Figure 1. Wires at chosen ports, followed through buffers.
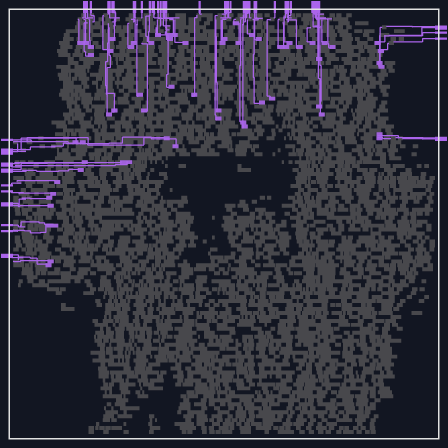
Figure 2. Signal wires on met2.
Cells faint in the background.
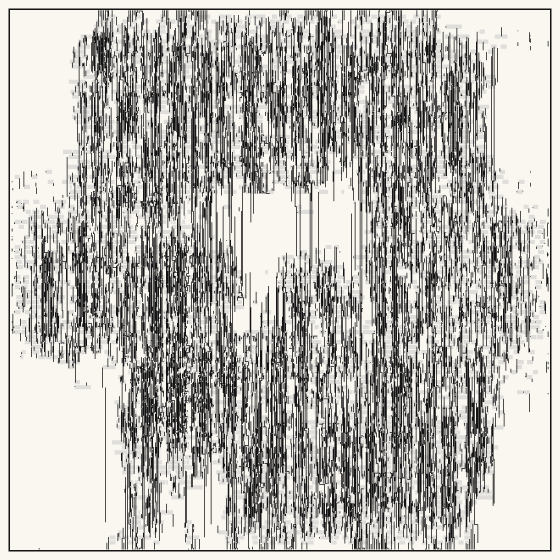
Figure 3. Met3 routing.
The bar under the picture is 100 um long.
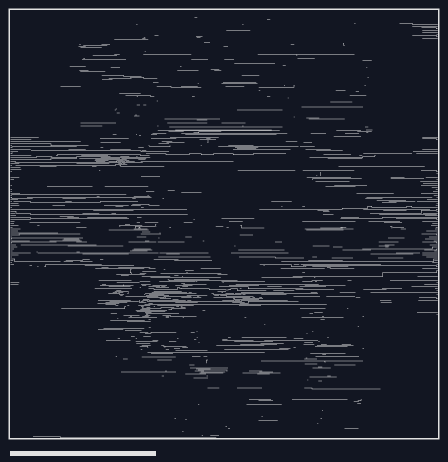
===== src/rtl/decode_uop_queue.sv =====
`default_nettype none
// ============================================================================
//  Module      : decode_uop_queue
//  Description : Fetch-to-decode micro-op queue. Accepts up to IN_W fetched
//                instructions per cycle, cracks two-uop operations into a
//                uop0/uop1 pair, and presents up to OUT_W uops per cycle to
//                decode without ever splitting a pair across issue groups.
//  Revision    : 1.0 - initial release
// ============================================================================

typedef logic [31:0] virt_t;
typedef logic [31:0] uint32_t;

typedef enum logic [4:0] {
    OP_ADDU  = 5'd0,
    OP_SUBU  = 5'd1,
    OP_AND   = 5'd2,
    OP_OR    = 5'd3,
    OP_LW    = 5'd4,
    OP_SW    = 5'd5,
    OP_BEQ   = 5'd6,
    OP_MULT  = 5'd7,
    OP_MULTU = 5'd8,
    OP_DIV   = 5'd9,
    OP_DIVU  = 5'd10,
    OP_MADD  = 5'd11,
    OP_MADDU = 5'd12,
    OP_MSUB  = 5'd13,
    OP_MSUBU = 5'd14,
    OP_MUL   = 5'd15
} operation_t;

typedef struct packed {
    logic       ex;
    logic [4:0] cause;
} exception_t;

module decode_uop_queue #(
    parameter int IN_W     = 2,
    parameter int OUT_W    = 2,
    parameter int DEPTH    = 8,
    parameter int CRACK_EN = 1
) (
    input  logic                         clk,
    input  logic                         resetn,
    input  logic                         flush,
    input  logic [IN_W-1:0]              in_valid,
    input  virt_t                        in_pc        [IN_W],
    input  uint32_t                      in_inst      [IN_W],
    input  operation_t                   in_operation [IN_W],
    input  exception_t                   in_exception [IN_W],
    output logic                         in_ready,
    output logic [OUT_W-1:0]             out_valid,
    output virt_t                        out_pc        [OUT_W],
    output uint32_t                      out_inst      [OUT_W],
    output operation_t                   out_operation [OUT_W],
    output exception_t                   out_exception [OUT_W],
    output logic [OUT_W-1:0]             out_is_inst2,
    input  logic [$clog2(OUT_W+1)-1:0]   out_pop,
    output logic [$clog2(DEPTH+1)-1:0]   count
);

    localparam int PTR_W    = $clog2(DEPTH);
    localparam int CNT_W    = $clog2(DEPTH + 1);
    // A uop0 in lane i may issue only if its partner sits in a lane below
    // this limit; with a single output lane the pair issues one uop at a time.
    localparam int PAIR_LIM = (OUT_W > 1) ? OUT_W : 2;
    localparam logic [CNT_W-1:0] C_READY_MAX = CNT_W'(DEPTH - 2 * IN_W);

    // 'paired' marks both halves of a cracked instruction so the issue logic
    // can recognise a uop0 whose partner is not yet in the issue window.
    typedef struct packed {
        virt_t      pc;
        uint32_t    inst;
        operation_t op;
        exception_t exc;
        logic       is_inst2;
        logic       paired;
    } uop_t;

    uop_t             mem_q [DEPTH];
    uop_t             mem_d [DEPTH];
    logic [PTR_W-1:0] head_q, head_d;
    logic [PTR_W-1:0] tail_q, tail_d;
    logic [CNT_W-1:0] count_q, count_d;

    logic             w_push;
    logic [CNT_W-1:0] w_push_cnt;
    logic [IN_W-1:0]  w_crack;
    uop_t             w_lane [OUT_W];

    function automatic logic is_two_uop(input operation_t op);
        return op inside {OP_MULT, OP_MULTU, OP_DIV, OP_DIVU, OP_MADD,
                          OP_MADDU, OP_MSUB, OP_MSUBU, OP_MUL};
    endfunction

    // Excepting instructions are never cracked so the exception travels once.
    for (genvar gi = 0; gi < IN_W; gi++) begin : g_crack
        assign w_crack[gi] = (CRACK_EN != 0) && !in_exception[gi].ex &&
                             is_two_uop(in_operation[gi]);
    end

    assign in_ready = (count_q <= C_READY_MAX);
    assign w_push   = in_ready && (|in_valid);
    assign count    = count_q;

    // Expand the accepted fetch group into uops and write them in lane order at the tail.
    always_comb begin
        logic [PTR_W-1:0] idx;
        mem_d      = mem_q;
        w_push_cnt = '0;
        idx        = tail_q;
        for (int i = 0; i < IN_W; i++) begin
            if (w_push && in_valid[i]) begin
                idx = tail_q + w_push_cnt[PTR_W-1:0];
                mem_d[idx] = '{pc: in_pc[i], inst: in_inst[i], op: in_operation[i],
                               exc: in_exception[i], is_inst2: 1'b0,
                               paired: w_crack[i]};
                if (w_crack[i]) begin
                    mem_d[idx + PTR_W'(1)] = '{pc: in_pc[i], inst: in_inst[i],
                                               op: in_operation[i],
                                               exc: in_exception[i],
                                               is_inst2: 1'b1, paired: 1'b1};
                end
                w_push_cnt = w_push_cnt + (w_crack[i] ? CNT_W'(2) : CNT_W'(1));
            end
        end
    end

    // Next pointer and occupancy; flush discards everything, including this cycle's push/pop.
    always_comb begin
        head_d  = head_q + PTR_W'(out_pop);
        tail_d  = tail_q + w_push_cnt[PTR_W-1:0];
        count_d = count_q + w_push_cnt - CNT_W'(out_pop);
        if (flush) begin
            head_d  = '0;
            tail_d  = '0;
            count_d = '0;
        end
    end

    // Pointer and count registers; reset wins over every other update.
    always_ff @(posedge clk) begin
        if (!resetn) begin
            head_q  <= '0;
            tail_q  <= '0;
            count_q <= '0;
        end else begin
            head_q  <= head_d;
            tail_q  <= tail_d;
            count_q <= count_d;
        end
    end

    // Uop storage carries no reset; stale entries are masked by count.
    always_ff @(posedge clk) begin
        mem_q <= mem_d;
    end

    // Present the head window and hold back a uop0 whose uop1 cannot issue alongside it.
    always_comb begin
        for (int i = 0; i < OUT_W; i++) begin
            w_lane[i]        = mem_q[head_q + PTR_W'(i)];
            out_pc[i]        = w_lane[i].pc;
            out_inst[i]      = w_lane[i].inst;
            out_operation[i] = w_lane[i].op;
            out_exception[i] = w_lane[i].exc;
            out_is_inst2[i]  = w_lane[i].is_inst2;
            out_valid[i]     = (i < int'(count_q)) &&
                               !(w_lane[i].paired && !w_lane[i].is_inst2 &&
                                 !((i + 1 < int'(count_q)) && (i + 1 < PAIR_LIM)));
        end
    end

endmodule

`default_nettype wire


===== config.mk =====
export PLATFORM = sky130hd
export DESIGN_NAME = decode_uop_queue
export DESIGN_NICKNAME = d
export VERILOG_FILES = /design/src/rtl/decode_uop_queue.sv
export SDC_FILE = /design/constraint.sdc
export NUM_CORES = 2
export LEC_CHECK = 0
export ABC_AREA = 0
export CORE_MARGIN = 2
export CORE_UTILIZATION = 45
export DETAILED_ROUTE_END_ITERATION = 8
export GPL_TIMING_DRIVEN = 0
export PLACE_DENSITY = 0.72
export SLEW_MARGIN = 20
export SYNTH_ARGS = -nofsm -noshare
export SYNTH_HDL_FRONTEND = slang
export SYNTH_SLANG_ARGS = --single-unit

===== constraint.sdc =====
create_clock -name clk -period 4.3 [get_ports clk]
set_input_delay 1.075 -clock clk [delete_from_list [all_inputs] [get_ports clk]]
set_output_delay 1.075 -clock clk [all_outputs]
set_load 0.02 [all_outputs]

==> Flow_metrics.wiki <==
== Run summary ==
{| class="wikitable"
! Metric !! Value
|-
| Power, Total || 0.03014 W
|-
| CTS HTree Levels || 3
|-
| Top_reg_cell synth || sky130_fd_sc_hd__dfxtp_1
|-
| Slew of the pin with the lowest slew margin || 1227 ps
|-
| Cell type with the largest total area || sky130_fd_sc_hd__dfxtp_1
|-
| Clock transition at the registers of the reported paths || 60 ps
|-
| YS warnings || 0
|-
| Skew-Pair Late Insertion Delay || 640 ps
|-
| Hold-critical path depth || 2
|-
| Count of buffers from port buffering || 305
|-
| Synthesized net count || 3,174
|-
| Start point of the critical path || head_q[1]$_SDFF_PP0_
|-
| Pwr per Cell Area || 667.2 nW/um^2
|-
| Critical path capture point type || primary output
|-
| #FFs+latches synth || 626
|-
| Horizontal extent of the die || 293.3 um
|-
| Post-Place Setup Slack || -1594 ps
|-
| Hold_buf cts || 0
|-
| Run status || completed
|-
| Total negative setup slack || 0 ps
|-
| Total track usage || 28.30%
|-
| Tally of nets with antenna violations remaining after routing || 0
|-
| Capture endpoint of the worst hold path || mem_q[140]$_DFF_P_
|-
| Required arrival time at the worst endpoint || 3220 ps
|-
| Area of the mapped netlist || 37,660 um^2
|-
| Clock sink count || 626
|-
| Yosys cell count || 3,001
|-
| Launch instance of the worst register-to-register path || tail_q[1]$_SDFF_PP0_
|-
| Post-DP HPWL || 82,300 um
|-
| Top cell area share || 33.28%
|-
| Row Count || 106
|-
| Min Clock Period, post-route || 4261 ps
|-
| Cell area after layout || 45,170 um^2
|-
| Signed area change from the synthesized netlist to the final layout || 19.95%
|-
| Critical path type || register to primary output
|-
| Simple-Gate Area Share || 3.422%
|-
| Clock buffer depth || 3
|-
| Critical path startpoint category || register
|-
| Async S/R FF share, synth || 0%
|-
| VDD IR-drop max || 0.3842 mV
|-
| Number of synthesized flops with an enable pin || 0
|-
| MUX area fraction || 54.48%
|-
| Post-DR vias/cell || 6.227
|-
| Leak Pwr || 17.39 nW
|-
| Floorplan core area || 83,290 um^2
|-
| Most used cells in the layout excluding fill and tap cells || sky130_fd_sc_hd__mux2_2, sky130_fd_sc_hd__dfxtp_1, sky130_fd_sc_hd__mux4_2
|-
| GP Congestion || 0.9106
|-
| Violation tally from detailed-route iteration zero || 2,260
|-
| Adder share || 0.6113%
|-
| Sequential fraction of the synthesis area || 33.28%
|}
## Picture notes: Figure 1
Purple marks out_inst, bits 64, direction output, edge 42 north, 16 west, 6 east, end cells 64, buffers 64, wire 3,000 um.

## Picture notes: Figure 2
The wires run mostly vertical. The layer carries 57.8 mm of wire.

## Picture notes: Figure 3
The longest straight run is 125 um. 477 nets have wire on it. The layer holds 8.9% of the routed length.

-- state kept, by name (all words and copies together), names as in the netlist --
name and cells:
count 4, head_q 3, mem_q 616, tail_q 3
-- routing by layer --
layer  vias to the layer above  GRT usage, %  wire [um]  share of wire, %
met5                         -             0        123             0.099
met4                        18         10.68       4497               3.6
met3                       276         6.974      11070               8.9
met2                      1214         45.38      57760                47
met1                     14460         36.97      50700                41
li1                      12280             -          -                 -
-- report_power, final --
| part | internal, W | switching [W] |
|---|---|---|
| registers | 0.00837 | 0.00182 |
| clock network | 0.00374 | 0.00268 |
| logic | 0.00780 | 0.00573 |
| total | 0.0199 | 0.0102 |
-- synth_stat cells, types with 4 or more instances --
cell type and instances:
sky130_fd_sc_hd__mux4_2 308, sky130_fd_sc_hd__o21a_1 7, sky130_fd_sc_hd__a21o_1 4, sky130_fd_sc_hd__inv_1 17, sky130_fd_sc_hd__mux2i_1 171, sky130_fd_sc_hd__o21ai_0 30, sky130_fd_sc_hd__nor3_1 13, sky130_fd_sc_hd__nor2_1 177
sky130_fd_sc_hd__ha_1 12, sky130_fd_sc_hd__buf_1 53, sky130_fd_sc_hd__xor2_1 5, sky130_fd_sc_hd__a31oi_1 4, sky130_fd_sc_hd__and3_1 6, sky130_fd_sc_hd__mux2_4 60, sky130_fd_sc_hd__and2_1 8, sky130_fd_sc_hd__a21oi_1 170
sky130_fd_sc_hd__nor2b_1 8, sky130_fd_sc_hd__o22a_1 6, sky130_fd_sc_hd__buf_6 21, sky130_fd_sc_hd__nand3_1 10, sky130_fd_sc_hd__xnor2_1 12, sky130_fd_sc_hd__nand2b_1 5, sky130_fd_sc_hd__fa_1 4, sky130_fd_sc_hd__buf_8 5
sky130_fd_sc_hd__mux2_2 768, sky130_fd_sc_hd__mux2_1 206, sky130_fd_sc_hd__nand2_1 34, sky130_fd_sc_hd__o22ai_1 11, sky130_fd_sc_hd__buf_2 56, sky130_fd_sc_hd__buf_4 15, sky130_fd_sc_hd__a2bb2oi_1 6, sky130_fd_sc_hd__clkbuf_1 110
sky130_fd_sc_hd__dfxtp_1 626
-- worst max-delay path: stages (launching register included) --
cell and delay, ps:
sky130_fd_sc_hd__dfxtp_1 350, sky130_fd_sc_hd__clkbuf_2 450, sky130_fd_sc_hd__buf_2 470, sky130_fd_sc_hd__mux4_2 390
sky130_fd_sc_hd__mux2_2 330, sky130_fd_sc_hd__clkdlybuf4s50_1 560
-- timing repair --
| action | 4_1_cts | 5_1_grt |
|---|---|---|
| pin swaps | 5 | 6 |
| gates resized | 350 | 44 |
| setup buffers | 4 | 5 |
| endpoints found under the setup margin | 748 | 494 |
| gates cloned | 0 | 0 |
-- layout make-up --
| class | instances | area, um^2 |
|---|---|---|
| Sequential cell | 626 | 12530 |
| Multi-Input combinational cell | 2095 | 23940 |
| Buffer | 261 | 1794 |
| Tap cell | 1080 | 1351 |
| Timing Repair Buffer | 314 | 3007 |
| Inverter | 18 | 67.56 |
| Clock buffer | 108 | 2192 |
| Antenna cell | 10 | 25.02 |
| Clock inverter | 24 | 260.3 |
| Fill cell | 7142 | 38120 |
No activity file was given, so power comes from the tool's default toggle rates.
